[config.mk]
export PLATFORM = sky130hd
export DESIGN_NAME = sbox_lut_engine
export DESIGN_NICKNAME = d
export VERILOG_FILES = /design/src/rtl/sbox_lut_engine.sv
export SDC_FILE = /design/constraint.sdc
export NUM_CORES = 2
export LEC_CHECK = 0
export ABC_AREA = 1
export CORE_AREA = 2 2 416 418
export DETAILED_ROUTE_END_ITERATION = 10
export DIE_AREA = 0 0 418 420
export PLACE_DENSITY = 0.59
export REMOVE_ABC_BUFFERS = 1
export SKIP_CTS_REPAIR_TIMING = 1
export SLEW_MARGIN = 10
export SYNTH_ARGS = -nofsm -noshare
export SYNTH_HDL_FRONTEND = slang
export SYNTH_SLANG_ARGS = --single-unit
[constraint.sdc]
create_clock -name clk_i -period 7.1 [get_ports clk_i]
set_clock_uncertainty 0.1 [all_clocks]
set_input_delay 1.42 -clock clk_i [delete_from_list [all_inputs] [get_ports clk_i]]
set_output_delay 1.42 -clock clk_i [all_outputs]
set_load 0.01 [all_outputs]
[src/rtl/sbox_lut_engine.sv]
// Time-multiplexed S-box substitution engine with a writable LUT (reset to the Ascon S-box).
// LANES_PER_CYCLE lanes are looked up per BUSY cycle; the table is only writable while IDLE.
module sbox_lut_engine #(
    parameter int unsigned NUM_LANES       = 64,
    parameter int unsigned LANES_PER_CYCLE = 8,
    parameter int unsigned IDX_W           = 5,
    parameter int unsigned ENTRY_W         = 5
) (
    input  logic                           clk_i,
    input  logic                           rst_i,
    input  logic                           in_valid_i,
    output logic                           in_ready_o,
    input  logic [NUM_LANES*IDX_W-1:0]     in_data_i,
    output logic                           out_valid_o,
    input  logic                           out_ready_i,
    output logic [NUM_LANES*ENTRY_W-1:0]   out_data_o,
    input  logic                           wr_en_i,
    output logic                           wr_ready_o,
    input  logic [IDX_W-1:0]               wr_addr_i,
    input  logic [ENTRY_W-1:0]             wr_data_i,
    input  logic                           lock_i,
    output logic                           busy_o,
    output logic                           err_o
);

    localparam int unsigned BEATS   = NUM_LANES / LANES_PER_CYCLE;
    localparam int unsigned BEAT_W  = (BEATS > 1) ? $clog2(BEATS) : 1;
    localparam int unsigned DEPTH   = 2 ** IDX_W;
    localparam int unsigned SLICE_W = LANES_PER_CYCLE * ENTRY_W;
    localparam int unsigned IN_W    = NUM_LANES * IDX_W;
    localparam int unsigned OUT_W   = NUM_LANES * ENTRY_W;

    typedef enum logic [1:0] {
        ST_IDLE = 2'd0,
        ST_BUSY = 2'd1,
        ST_DONE = 2'd2
    } state_t;

    // Reset contents: Ascon S-box for the 5x5 configuration, identity otherwise
    function automatic logic [ENTRY_W-1:0] lut_reset_val(input int unsigned idx);
        logic [4:0] s;
        s = 5'h00;
        case (idx)
            0:  s = 5'h04;  1:  s = 5'h0B;  2:  s = 5'h1F;  3:  s = 5'h14;
            4:  s = 5'h1A;  5:  s = 5'h15;  6:  s = 5'h09;  7:  s = 5'h02;
            8:  s = 5'h1B;  9:  s = 5'h05;  10: s = 5'h08;  11: s = 5'h12;
            12: s = 5'h1D;  13: s = 5'h03;  14: s = 5'h06;  15: s = 5'h1C;
            16: s = 5'h1E;  17: s = 5'h13;  18: s = 5'h07;  19: s = 5'h0E;
            20: s = 5'h00;  21: s = 5'h0D;  22: s = 5'h11;  23: s = 5'h18;
            24: s = 5'h10;  25: s = 5'h0C;  26: s = 5'h01;  27: s = 5'h19;
            28: s = 5'h16;  29: s = 5'h0A;  30: s = 5'h0F;  31: s = 5'h17;
            default: s = 5'h00;
        endcase
        if (IDX_W == 5 && ENTRY_W == 5) begin
            return ENTRY_W'(s);
        end
        return ENTRY_W'(idx);
    endfunction

    state_t              r_state;
    logic [BEAT_W-1:0]   r_beat;
    logic [IN_W-1:0]     r_idx;
    logic [OUT_W-1:0]    r_res;
    logic [ENTRY_W-1:0]  r_lut [DEPTH];
    logic                r_in_ready;
    logic                r_out_valid;
    logic                r_wr_ready;
    logic                r_busy;
    logic                r_err;

    logic [SLICE_W-1:0]  w_slice;

    // Lookup of the lanes belonging to the current beat
    always_comb begin
        w_slice = '0;
        for (int unsigned l = 0; l < LANES_PER_CYCLE; l++) begin
            w_slice[l*ENTRY_W +: ENTRY_W] =
                r_lut[r_idx[(32'(r_beat) * LANES_PER_CYCLE + l) * IDX_W +: IDX_W]];
        end
    end

    always_ff @(posedge clk_i) begin
        if (rst_i) begin
            r_state     <= ST_IDLE;
            r_beat      <= '0;
            r_idx       <= '0;
            r_res       <= '0;
            r_in_ready  <= 1'b1;
            r_out_valid <= 1'b0;
            r_wr_ready  <= 1'b1;
            r_busy      <= 1'b0;
            r_err       <= 1'b0;
            for (int unsigned a = 0; a < DEPTH; a++) begin
                r_lut[a] <= lut_reset_val(a);
            end
        end else begin
            case (r_state)
                ST_IDLE: begin
                    // Table changes only here, so a result never mixes two tables
                    if (wr_en_i) begin
                        if (lock_i) begin
                            r_err <= 1'b1;
                        end else begin
                            r_lut[wr_addr_i] <= wr_data_i;
                        end
                    end
                    if (in_valid_i) begin
                        r_idx      <= in_data_i;
                        r_beat     <= '0;
                        r_state    <= ST_BUSY;
                        r_in_ready <= 1'b0;
                        r_wr_ready <= 1'b0;
                        r_busy     <= 1'b1;
                    end
                end
                ST_BUSY: begin
                    r_res[32'(r_beat) * SLICE_W +: SLICE_W] <= w_slice;
                    if (r_beat == BEAT_W'(BEATS - 1)) begin
                        r_state     <= ST_DONE;
                        r_out_valid <= 1'b1;
                    end else begin
                        r_beat <= r_beat + BEAT_W'(1);
                    end
                end
                ST_DONE: begin
                    if (out_ready_i) begin
                        r_state     <= ST_IDLE;
                        r_out_valid <= 1'b0;
                        r_in_ready  <= 1'b1;
                        r_wr_ready  <= 1'b1;
                        r_busy      <= 1'b0;
                    end
                end
                default: begin
                    r_state <= ST_IDLE;
                end
            endcase
        end
    end

    assign in_ready_o  = r_in_ready;
    assign out_valid_o = r_out_valid;
    assign out_data_o  = r_res;
    assign wr_ready_o  = r_wr_ready;
    assign busy_o      = r_busy;
    assign err_o       = r_err;

endmodule

==> summary.txt <==
Physical implementation status

Combinational cells account for around 39% of the total power. Per report_power, the top consumer among the power groups is combinational logic. The script extracted a total leakage power of roughly 25 nW. For this design the total switching power over the nets is slightly above 7 mW. The number of warnings in the stage logs stands at 39. The placement report lists the number of port buffers as 660. Headroom to the max-slew limit came out at between 10% and 20%. The cell area after synthesis stands at between 50000 and 60000 µm². In the setup report, the worst path falls into the class reg2reg.

Walking the worst path, the cells encountered are inv_6 > nand2_1 > a32o_1 > nand2_1 > nand2_1 > clkinv_1 > nand3_1 > nand3_1 > nand2_1 > nand3_1 > nand2_1 > nand2_1 > nand2_1 > nand2_1 > nand3_1 > o211ai_1 > inv_1. In this run the register-to-register setup slack is about 1.2 ns. Ranking logic cells in the layout by count gives the top entries 2135 x sky130_fd_sc_hd__nand3_1, 1834 x sky130_fd_sc_hd__nand2_1, 806 x sky130_fd_sc_hd__nor2_1. Once the floorplan was initialized, standard cells occupied 29.8% of the core.

The multi-input logic cell count stands at 5984. The cell total after placement stands at between 10000 and 15000. The total die size stands at between 150000 and 200000 µm². The number of diodes added for antenna fixing stands at 7. The power report lists the sequential group at ~5.1 mW. For this run, the number of Yosys warnings is 0. The final report gives the core utilization as a little over a third. The adder and majority cell fraction of the synthesized area stands at less than 1%.

The critical path ends at out_data_o[129]. Before antenna repair, the detailed router went through 7 iterations. The run finished with clean final reports.

Timing would allow up to around 170 MHz. The count of inverters not on the clock network in the layout stands at ~400. The proportion of power drawn by flip-flops and latches stands at roughly 31%. The core region is roughly 170000 µm². The area fraction in mux cells stands at 0%. The xor/xnor share of the synthesized area stands at 0.0319%. The half-perimeter wire length after detailed placement stands at 180 mm.

The floorplan step set the die height to around 420 µm. Global routing consumed, on the met3 layer, under 10% of the routing resources. The register fraction of the total cell area stands at ~29%. CTS placed an instance of sky130_fd_sc_hd__clkbuf_16 at the clock tree root. The power share of the clock group stands at 30.3%.

The combinational group power stands at about 6.5 mW. The largest stage delay on the critical path stands at around 0.89 ns. Per the timing report, the biggest fanout along the worst path comes to about 90. According to the I/O placement log, the pin count is around 660.

The worst hold path passes through 2 cells. The chip area line in the Yosys stat output reads between 50000 and 60000 µm². The post-synthesis to final-layout area growth stands at 19.4%.

In this run the most critical hold path is launched from r_idx[80]. The number of register bits inferred by synthesis stands at around 800. Per the OpenROAD floorplan log, the width of the die is ~420 µm.
## cells in the mapped netlist, types with 5 or more instances
cell type / n
sky130_fd_sc_hd__buf_2: 337
sky130_fd_sc_hd__nor2_2: 19
sky130_fd_sc_hd__nor3_1: 14
sky130_fd_sc_hd__o21bai_1: 22
sky130_fd_sc_hd__nor2_1: 809
sky130_fd_sc_hd__buf_1: 40
sky130_fd_sc_hd__buf_6: 36
sky130_fd_sc_hd__a221oi_1: 5
sky130_fd_sc_hd__o21a_1: 44
sky130_fd_sc_hd__a32o_1: 32
sky130_fd_sc_hd__edfxtp_1: 160
sky130_fd_sc_hd__o21ai_0: 457
sky130_fd_sc_hd__nand2_1: 1836
sky130_fd_sc_hd__a21oi_1: 321
sky130_fd_sc_hd__nand3_2: 15
sky130_fd_sc_hd__buf_4: 60
sky130_fd_sc_hd__inv_2: 25
sky130_fd_sc_hd__nand4_1: 80
sky130_fd_sc_hd__o211ai_1: 96
sky130_fd_sc_hd__dfxtp_1: 649
sky130_fd_sc_hd__clkinv_1: 5
sky130_fd_sc_hd__inv_1: 367
sky130_fd_sc_hd__a31oi_1: 9
sky130_fd_sc_hd__nand3_1: 2137
sky130_fd_sc_hd__ha_1: 11
sky130_fd_sc_hd__clkbuf_1: 331
sky130_fd_sc_hd__nand2_2: 20
sky130_fd_sc_hd__o21ai_1: 21
## worst min-delay path, cell delays in order, from the launching register on
cell and delay, ns:
sky130_fd_sc_hd__dfxtp_1 0.29, sky130_fd_sc_hd__inv_1 0.06, sky130_fd_sc_hd__a21oi_1 0.05
## metrics by stage
step                      setup WS [ns]  total power [mW]  hold slack, ns
after global placement             1.78              11.4           0.339
after global routing               1.17              17.3           0.370
after floorplan                   -6.84              8.65           0.331
final                              1.22              16.7           0.351
after detailed placement           1.74              11.4           0.343
after CTS                          1.72              16.4           0.352
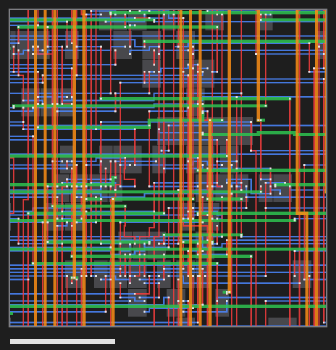
**Above:** close-up of the layout.
The bar under the picture is 10 µm long. Window x 194 to 224, y 195 to 225 µm. Cells in grey, sequential cells in the stronger grey; small squares are vias.
[metal 1] blue
[metal 4] orange
[metal 3] green
[metal 2] red
cells with their middle in the window: 55
sequential cells in the window: 0
most frequent: nand3_1 (29), nand2_1 (21)

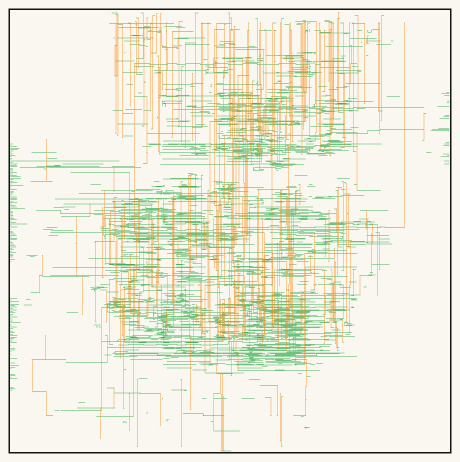
**Above:** metal layers overlaid.
Only two layers are drawn.
[metal 3] green | wire length: 27.5 mm
[metal 4] orange | wire length: 20.1 mm
post-detailed-routing wire length: 262 mm
total via count in the routed design: 59290
GRT Util Overall: 28.6%

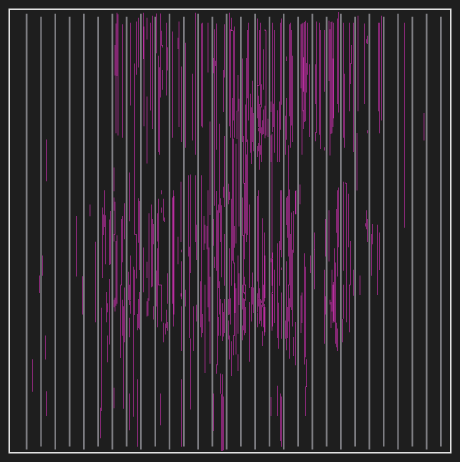
**Above:** metal 4.
Supply wires on this layer in grey.
longest straight run: 195 µm
nets with wire on the layer: 289
wire length on this layer: 20.1 mm

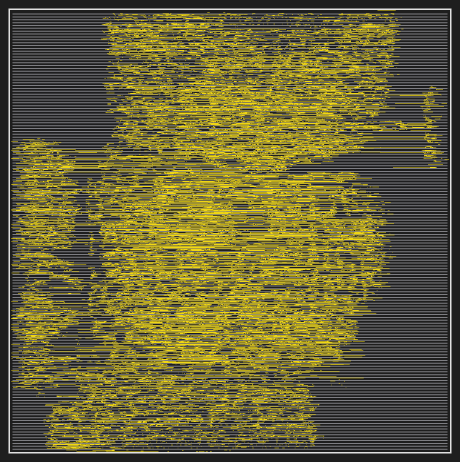
**Above:** met1 routing.
Supply wires on this layer in grey.
wire length on this layer: 101 mm
nets with wire on the layer: 7734
share of all routed wire: 39%
longest straight run: 148 µm
main direction: horizontal
GR met1 Demand/Resource: 35.6%

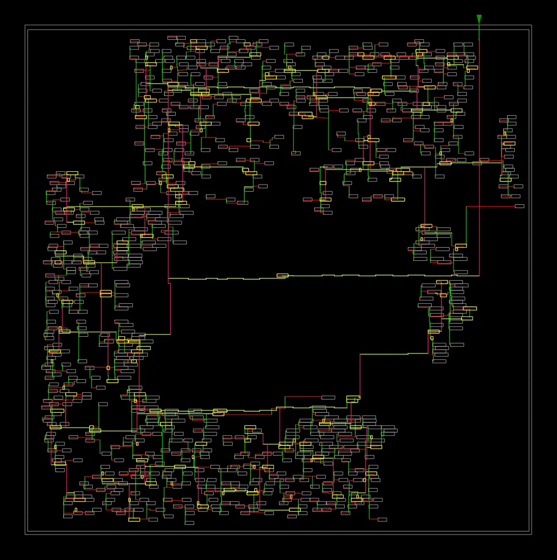
**Above:** clock nets.
power in the clock group: 5.05 mW
CLK BUF: 134
number of clock sinks seen by CTS: 809
total CTS buffers: 94

Power and IR drop assume default switching activity.
